===== config.mk =====
export PLATFORM = sky130hd
export DESIGN_NAME = cci_mpf_rd_req_sched
export DESIGN_NICKNAME = d
export VERILOG_FILES = /design/src/rtl/cci_mpf_rd_req_sched.sv
export SDC_FILE = /design/constraint.sdc
export NUM_CORES = 1
export LEC_CHECK = 0
export ABC_AREA = 0
export CAP_MARGIN = 10
export CORE_MARGIN = 10
export CORE_UTILIZATION = 45
export CTS_CLUSTER_DIAMETER = 60
export DETAILED_ROUTE_END_ITERATION = 12
export HOLD_SLACK_MARGIN = 0.15
export PLACE_DENSITY = 0.84
export REMOVE_ABC_BUFFERS = 1
export SYNTH_ARGS = -nofsm -noshare
export SYNTH_HDL_FRONTEND = slang
export SYNTH_SLANG_ARGS = --single-unit

===== constraint.sdc =====
create_clock -name clk -period 7.4 [get_ports clk]
set_input_delay 1.11 -clock clk [delete_from_list [all_inputs] [get_ports clk]]
set_output_delay 1.11 -clock clk [all_outputs]
set_load 0.02 [all_outputs]

===== src/rtl/cci_mpf_rd_req_sched.sv =====
// Round-robin read-request scheduler for the MPF c0 channel with global and per-requester credit limits.
// Optional stall statistics: define CCI_MPF_RD_SCHED_STATS_EN.
module cci_mpf_rd_req_sched #(
   parameter int N_REQ           = 4,
   parameter int MAX_ACTIVE_REQS = 128,
   parameter int MAX_PER_REQ     = 64,
   parameter int ADDR_WIDTH      = 42,
   parameter int MDATA_WIDTH     = 16,
   localparam int IDX_W = $clog2(N_REQ),
   localparam int CNT_W = $clog2(MAX_ACTIVE_REQS + 1)
) (
   input  logic                         clk,
   input  logic                         reset,
   input  logic [N_REQ-1:0]             req_valid,
   input  logic [N_REQ*ADDR_WIDTH-1:0]  req_addr,
   input  logic [N_REQ*MDATA_WIDTH-1:0] req_mdata,
   output logic [N_REQ-1:0]             req_ready,
   input  logic                         fiu_almost_full,
   output logic                         tx_valid,
   output logic [ADDR_WIDTH-1:0]        tx_addr,
   output logic [MDATA_WIDTH-1:0]       tx_mdata,
   output logic [IDX_W-1:0]             tx_req_idx,
   input  logic                         rsp_valid,
   input  logic                         rsp_eop,
   input  logic [IDX_W-1:0]             rsp_req_idx,
   output logic                         err_underflow,
   output logic [31:0]                  stat_stall_cycles
);

   localparam logic [CNT_W-1:0] MAX_ACTIVE_C = CNT_W'(MAX_ACTIVE_REQS);
   localparam logic [CNT_W-1:0] MAX_PER_C    = CNT_W'(MAX_PER_REQ);
   localparam logic [IDX_W-1:0] LAST_IDX     = IDX_W'(N_REQ - 1);

   logic [CNT_W-1:0] cnt [N_REQ];
   logic [CNT_W-1:0] total_cnt;
   logic [IDX_W-1:0] rr_ptr;
   logic [N_REQ-1:0] elig;
   logic [N_REQ-1:0] rsp_dec;
   logic             grant_vld;
   logic [IDX_W-1:0] grant_idx;
   logic             rsp_eop_v;
   logic             underflow;
   int               k;
   logic [IDX_W-1:0] kidx;

   // Handshake: a request transfers on req_valid[i] && req_ready[i]. req_ready is at most one-hot
   // and only rises for a requester already presenting valid; requesters must not wait on ready.
   always_comb begin
      for (int i = 0; i < N_REQ; i++) begin
         elig[i] = !reset && req_valid[i] && !fiu_almost_full &&
                   (total_cnt < MAX_ACTIVE_C) && (cnt[i] < MAX_PER_C);
      end
   end

   always_comb begin
      grant_vld = 1'b0;
      grant_idx = '0;
      k         = 0;
      kidx      = '0;
      for (int off = 0; off < N_REQ; off++) begin
         k = int'(rr_ptr) + off;
         if (k >= N_REQ) k = k - N_REQ;
         kidx = IDX_W'(k);
         if (!grant_vld && elig[kidx]) begin
            grant_vld = 1'b1;
            grant_idx = kidx;
         end
      end
   end

   always_comb begin
      req_ready = '0;
      if (grant_vld) req_ready[grant_idx] = 1'b1;
   end

   // An index with no matching live counter (zero count or out of range) is an underflow.
   assign rsp_eop_v = rsp_valid && rsp_eop;
   always_comb begin
      for (int i = 0; i < N_REQ; i++) begin
         rsp_dec[i] = rsp_eop_v && (rsp_req_idx == IDX_W'(i)) && (cnt[i] != '0);
      end
   end
   assign underflow = rsp_eop_v && !(|rsp_dec);

   always_ff @(posedge clk or posedge reset) begin
      if (reset) begin
         for (int i = 0; i < N_REQ; i++) cnt[i] <= '0;
         total_cnt     <= '0;
         rr_ptr        <= '0;
         err_underflow <= 1'b0;
      end else begin
         for (int i = 0; i < N_REQ; i++) begin
            if (req_ready[i] && !rsp_dec[i])      cnt[i] <= cnt[i] + 1'b1;
            else if (rsp_dec[i] && !req_ready[i]) cnt[i] <= cnt[i] - 1'b1;
         end
         if (grant_vld && !(|rsp_dec))      total_cnt <= total_cnt + 1'b1;
         else if (!grant_vld && (|rsp_dec)) total_cnt <= total_cnt - 1'b1;
         if (grant_vld) rr_ptr <= (grant_idx == LAST_IDX) ? '0 : grant_idx + 1'b1;
         if (underflow) err_underflow <= 1'b1;
      end
   end

   always_ff @(posedge clk or posedge reset) begin
      if (reset) begin
         tx_valid   <= 1'b0;
         tx_addr    <= '0;
         tx_mdata   <= '0;
         tx_req_idx <= '0;
      end else begin
         tx_valid <= grant_vld;
         if (grant_vld) begin
            tx_addr    <= req_addr[int'(grant_idx)*ADDR_WIDTH +: ADDR_WIDTH];
            tx_mdata   <= req_mdata[int'(grant_idx)*MDATA_WIDTH +: MDATA_WIDTH];
            tx_req_idx <= grant_idx;
         end
      end
   end

`ifdef CCI_MPF_RD_SCHED_STATS_EN
   logic [31:0] stall_cnt;
   always_ff @(posedge clk or posedge reset) begin
      if (reset) begin
         stall_cnt <= '0;
      end else if ((|req_valid) && !grant_vld && (stall_cnt != 32'hFFFF_FFFF)) begin
         stall_cnt <= stall_cnt + 32'd1;
      end
   end
   assign stat_stall_cycles = stall_cnt;
`else
   assign stat_stall_cycles = '0;
`endif

endmodule


io_placement.png
Scale: 3 px per um. Pins as bars across the die edge, other pins in gray.
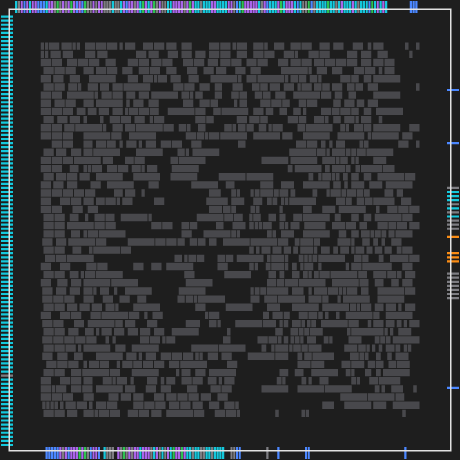
Cyan marks req_addr, pins 168, direction input, edge 105 left, 43 top, 15 bottom, 5 right. Blue marks stat_stall_cycles, pins 32, direction output, edge 15 top, 14 bottom, 3 right. Green marks tx_mdata, pins 16, direction output, edge 11 top, 5 bottom. Orange marks req_valid, pins 4, direction input, edge right. Purple marks req_mdata, pins 64, direction input, edge 44 top, 20 bottom.
All pins by edge: 138 top, 106 left, 72 bottom, 25 right.

congestion.png
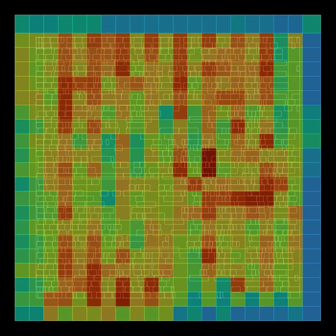
Core Util, Final: 0.668
total routing usage reported by global routing: 0.231
met2 Track Usage GR: 0.412
met1 track demand over resource in global routing: 0.254
routed len/inst: 20.7 um

metal_density.png
Scale: 2 px per um. The die is cut into 29 by 29 equal tiles; dark blue is low, red is high, scaled to the fullest tile. Values are wire area over tile area, all layers added.
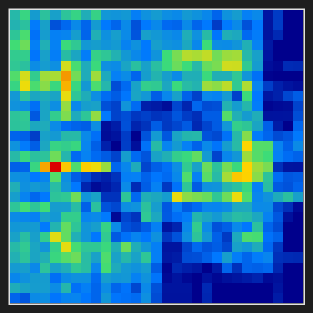
The emptiest ninth of the die: bottom right. The densest ninth of the die: top left. 6.8% of the tiles are nearly empty.

layer_met2.png
Scale: 3 px per um. Cells faint in the background.
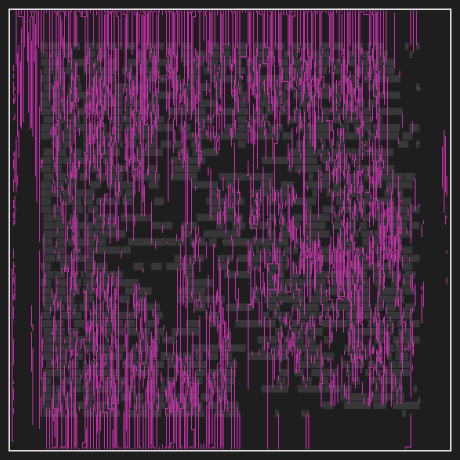
The longest straight run is 68.0 um. The layer carries 13500 um of wire. The wires run mostly vertical. 1101 nets have wire on it.

[worst max path at each step]
stage / from / to
after global placement: reset / cnt[15]$_DFFE_PP0P_
after global routing: reset / cnt[31]$_DFFE_PP0P_
after floorplan: req_valid[1] / cnt[23]$_DFFE_PP0P_
after CTS: reset / req_ready[2]
after detailed placement: reset / cnt[15]$_DFFE_PP0P_
final: reset / req_ready[2]
[power breakdown]
group          internal [uW]  leakage [uW]  switching, uW
sequential               847       0.00125            208
clock                    273      0.000145            223
combinational            976       0.00355           1070
total                   2100       0.00495           1510
[critical path, cell delays in order]
cell and delay [ps]:
sky130_fd_sc_hd__clkdlybuf4s50_1 510, sky130_fd_sc_hd__nor3_4 390, sky130_fd_sc_hd__and2_1 300, sky130_fd_sc_hd__o32ai_4 120, sky130_fd_sc_hd__buf_4 250, sky130_fd_sc_hd__nor2_8 390, sky130_fd_sc_hd__inv_6 250, sky130_fd_sc_hd__ha_1 280
sky130_fd_sc_hd__and2_1 150, sky130_fd_sc_hd__clkdlybuf4s50_1 550
[cells in the final DEF (no fill, tap or decap), types with 3 or more instances in the layout]
cell type / count
sky130_fd_sc_hd__and2_1: 5
sky130_fd_sc_hd__nor2_1: 43
sky130_fd_sc_hd__clkdlybuf4s50_1: 308
sky130_fd_sc_hd__and3_1: 7
sky130_fd_sc_hd__a21oi_1: 22
sky130_fd_sc_hd__nand2_1: 80
sky130_fd_sc_hd__nor4_1: 5
sky130_fd_sc_hd__inv_1: 13
sky130_fd_sc_hd__buf_4: 8
sky130_fd_sc_hd__mux2_2: 5
sky130_fd_sc_hd__mux2i_1: 94
sky130_fd_sc_hd__o21ba_2: 5
sky130_fd_sc_hd__a311o_1: 3
sky130_fd_sc_hd__xor2_1: 20
sky130_fd_sc_hd__clkbuf_16: 9
sky130_fd_sc_hd__o21bai_1: 5
sky130_fd_sc_hd__xnor2_1: 15
sky130_fd_sc_hd__o211ai_1: 5
sky130_fd_sc_hd__ha_1: 39
sky130_fd_sc_hd__o21a_1: 23
sky130_fd_sc_hd__nor3_1: 10
sky130_fd_sc_hd__a21o_1: 10
sky130_fd_sc_hd__conb_1: 32
sky130_fd_sc_hd__o221ai_1: 36
sky130_fd_sc_hd__dfrtp_1: 104
sky130_fd_sc_hd__o21ai_0: 30
sky130_fd_sc_hd__a211oi_1: 45
sky130_fd_sc_hd__fa_1: 5
[registers in the layout (all words and copies together), names as in the netlist]
| register | flops |
|---|---|
| tx_req_idx | 2 |
| tx_valid | 1 |
| rr_ptr | 2 |
| cnt | 32 |
| tx_mdata | 16 |
| tx_addr | 42 |
| total_cnt | 8 |
| err_underflow | 1 |
[area by class of cell]
type	count	share of cell area
multi-input cells	566	0.396
clock inverters	6	0.00639
flip-flops and latches	104	0.246
inverters	16	0.00639
well taps	216	0.0256
clock buffers	10	0.0226
repair buffers	316	0.297
[routing by layer]
metal | vias to the layer above | GRT usage | share of wire
met5 | - | 0 | 0.0011
met2 | 210 | 0.412 | 0.53
met4 | 4 | 0.0536 | 0.014
met3 | 23 | 0.0854 | 0.087
met1 | 3112 | 0.254 | 0.37
li1 | 3171 | - | -
==> flow_results.xml <==
<?xml version="1.0" encoding="UTF-8"?>
<metrics>
  <group name="run_status">
    <metric name="outcome" unit="">finished clean</metric>
  </group>
  <group name="setup_path">
    <metric name="worst_ep_required_time" unit="ps">6290</metric>
    <metric name="regToRegEndpoint" unit="">cnt[31]$_DFFE_PP0P_</metric>
    <metric name="critical_path_class" unit="">primary input to output pin</metric>
    <metric name="worst_setup_path_start_kind" unit="">primary input</metric>
  </group>
  <group name="finish">
    <metric name="final_nets" unit="">1300</metric>
    <metric name="synthToLayoutAreaGrowth" unit="%">46.4</metric>
    <metric name="num_antenna_cells" unit="">0</metric>
    <metric name="finish.cell_count_without_fillers" unit="">1234</metric>
  </group>
  <group name="clock_tree">
    <metric name="cts_max_path_buffers" unit="">2</metric>
    <metric name="cts-root-buf" unit="">sky130_fd_sc_hd__clkbuf_16</metric>
    <metric name="postCtsSetupBuffers" unit="">0</metric>
    <metric name="cts_repair_resize_count" unit="">0</metric>
    <metric name="clk-insertion-delay-late" unit="ps">350</metric>
    <metric name="cts_tree" unit="">done</metric>
  </group>
  <group name="logic_synthesis">
    <metric name="adder_share" unit="">0.0814</metric>
    <metric name="synth_cell_type_count" unit="">53</metric>
    <metric name="edf_count" unit="">0</metric>
    <metric name="ys.flops" unit="">104</metric>
    <metric name="yosysTopAreaCell" unit="">sky130_fd_sc_hd__dfrtp_1</metric>
    <metric name="topCellsByArea" unit="">sky130_fd_sc_hd__dfrtp_1, sky130_fd_sc_hd__mux2i_1, sky130_fd_sc_hd__ha_1</metric>
    <metric name="synth-seq-area-share" unit="">0.360</metric>
    <metric name="syn-cell-area" unit="um^2">7220</metric>
  </group>
  <group name="timing">
    <metric name="fmaxAchievable" unit="MHz">184</metric>
    <metric name="period_used_share" unit="">0.733</metric>
    <metric name="tightestPinTransition" unit="ps">1020</metric>
    <metric name="finalSetupViolations" unit="">0</metric>
    <metric name="skew" unit="ps">9.58</metric>
    <metric name="finalHoldWorstSlack" unit="ps">472</metric>
  </group>
  <group name="grt">
    <metric name="globalRouteOverflowTotal" unit="">0</metric>
  </group>
  <group name="hold_path">
    <metric name="min-delay-start" unit="">cnt[7]$_DFFE_PP0P_</metric>
  </group>
  <group name="detailed_routing">
    <metric name="post_detailed_route_count_of_antenna_violating_nets" unit="">0</metric>
    <metric name="vias_per_cell" unit="">5.28</metric>
    <metric name="route.vias.total" unit="">6520</metric>
    <metric name="routed_wire_length" unit="um">25500</metric>
  </group>
  <group name="placement">
    <metric name="numPortBuffers" unit="">308</metric>
    <metric name="gp_routability_congestion" unit="">0.846</metric>
    <metric name="place.detailed.hpwl" unit="um">20500</metric>
    <metric name="placement.cell_area" unit="um^2">10300</metric>
  </group>
  <group name="floorplan">
    <metric name="floorplan.die.width" unit="um">147</metric>
    <metric name="fp.dieArea" unit="um^2">21500</metric>
  </group>
</metrics>
No activity file was given, so power comes from the tool's default toggle rates.
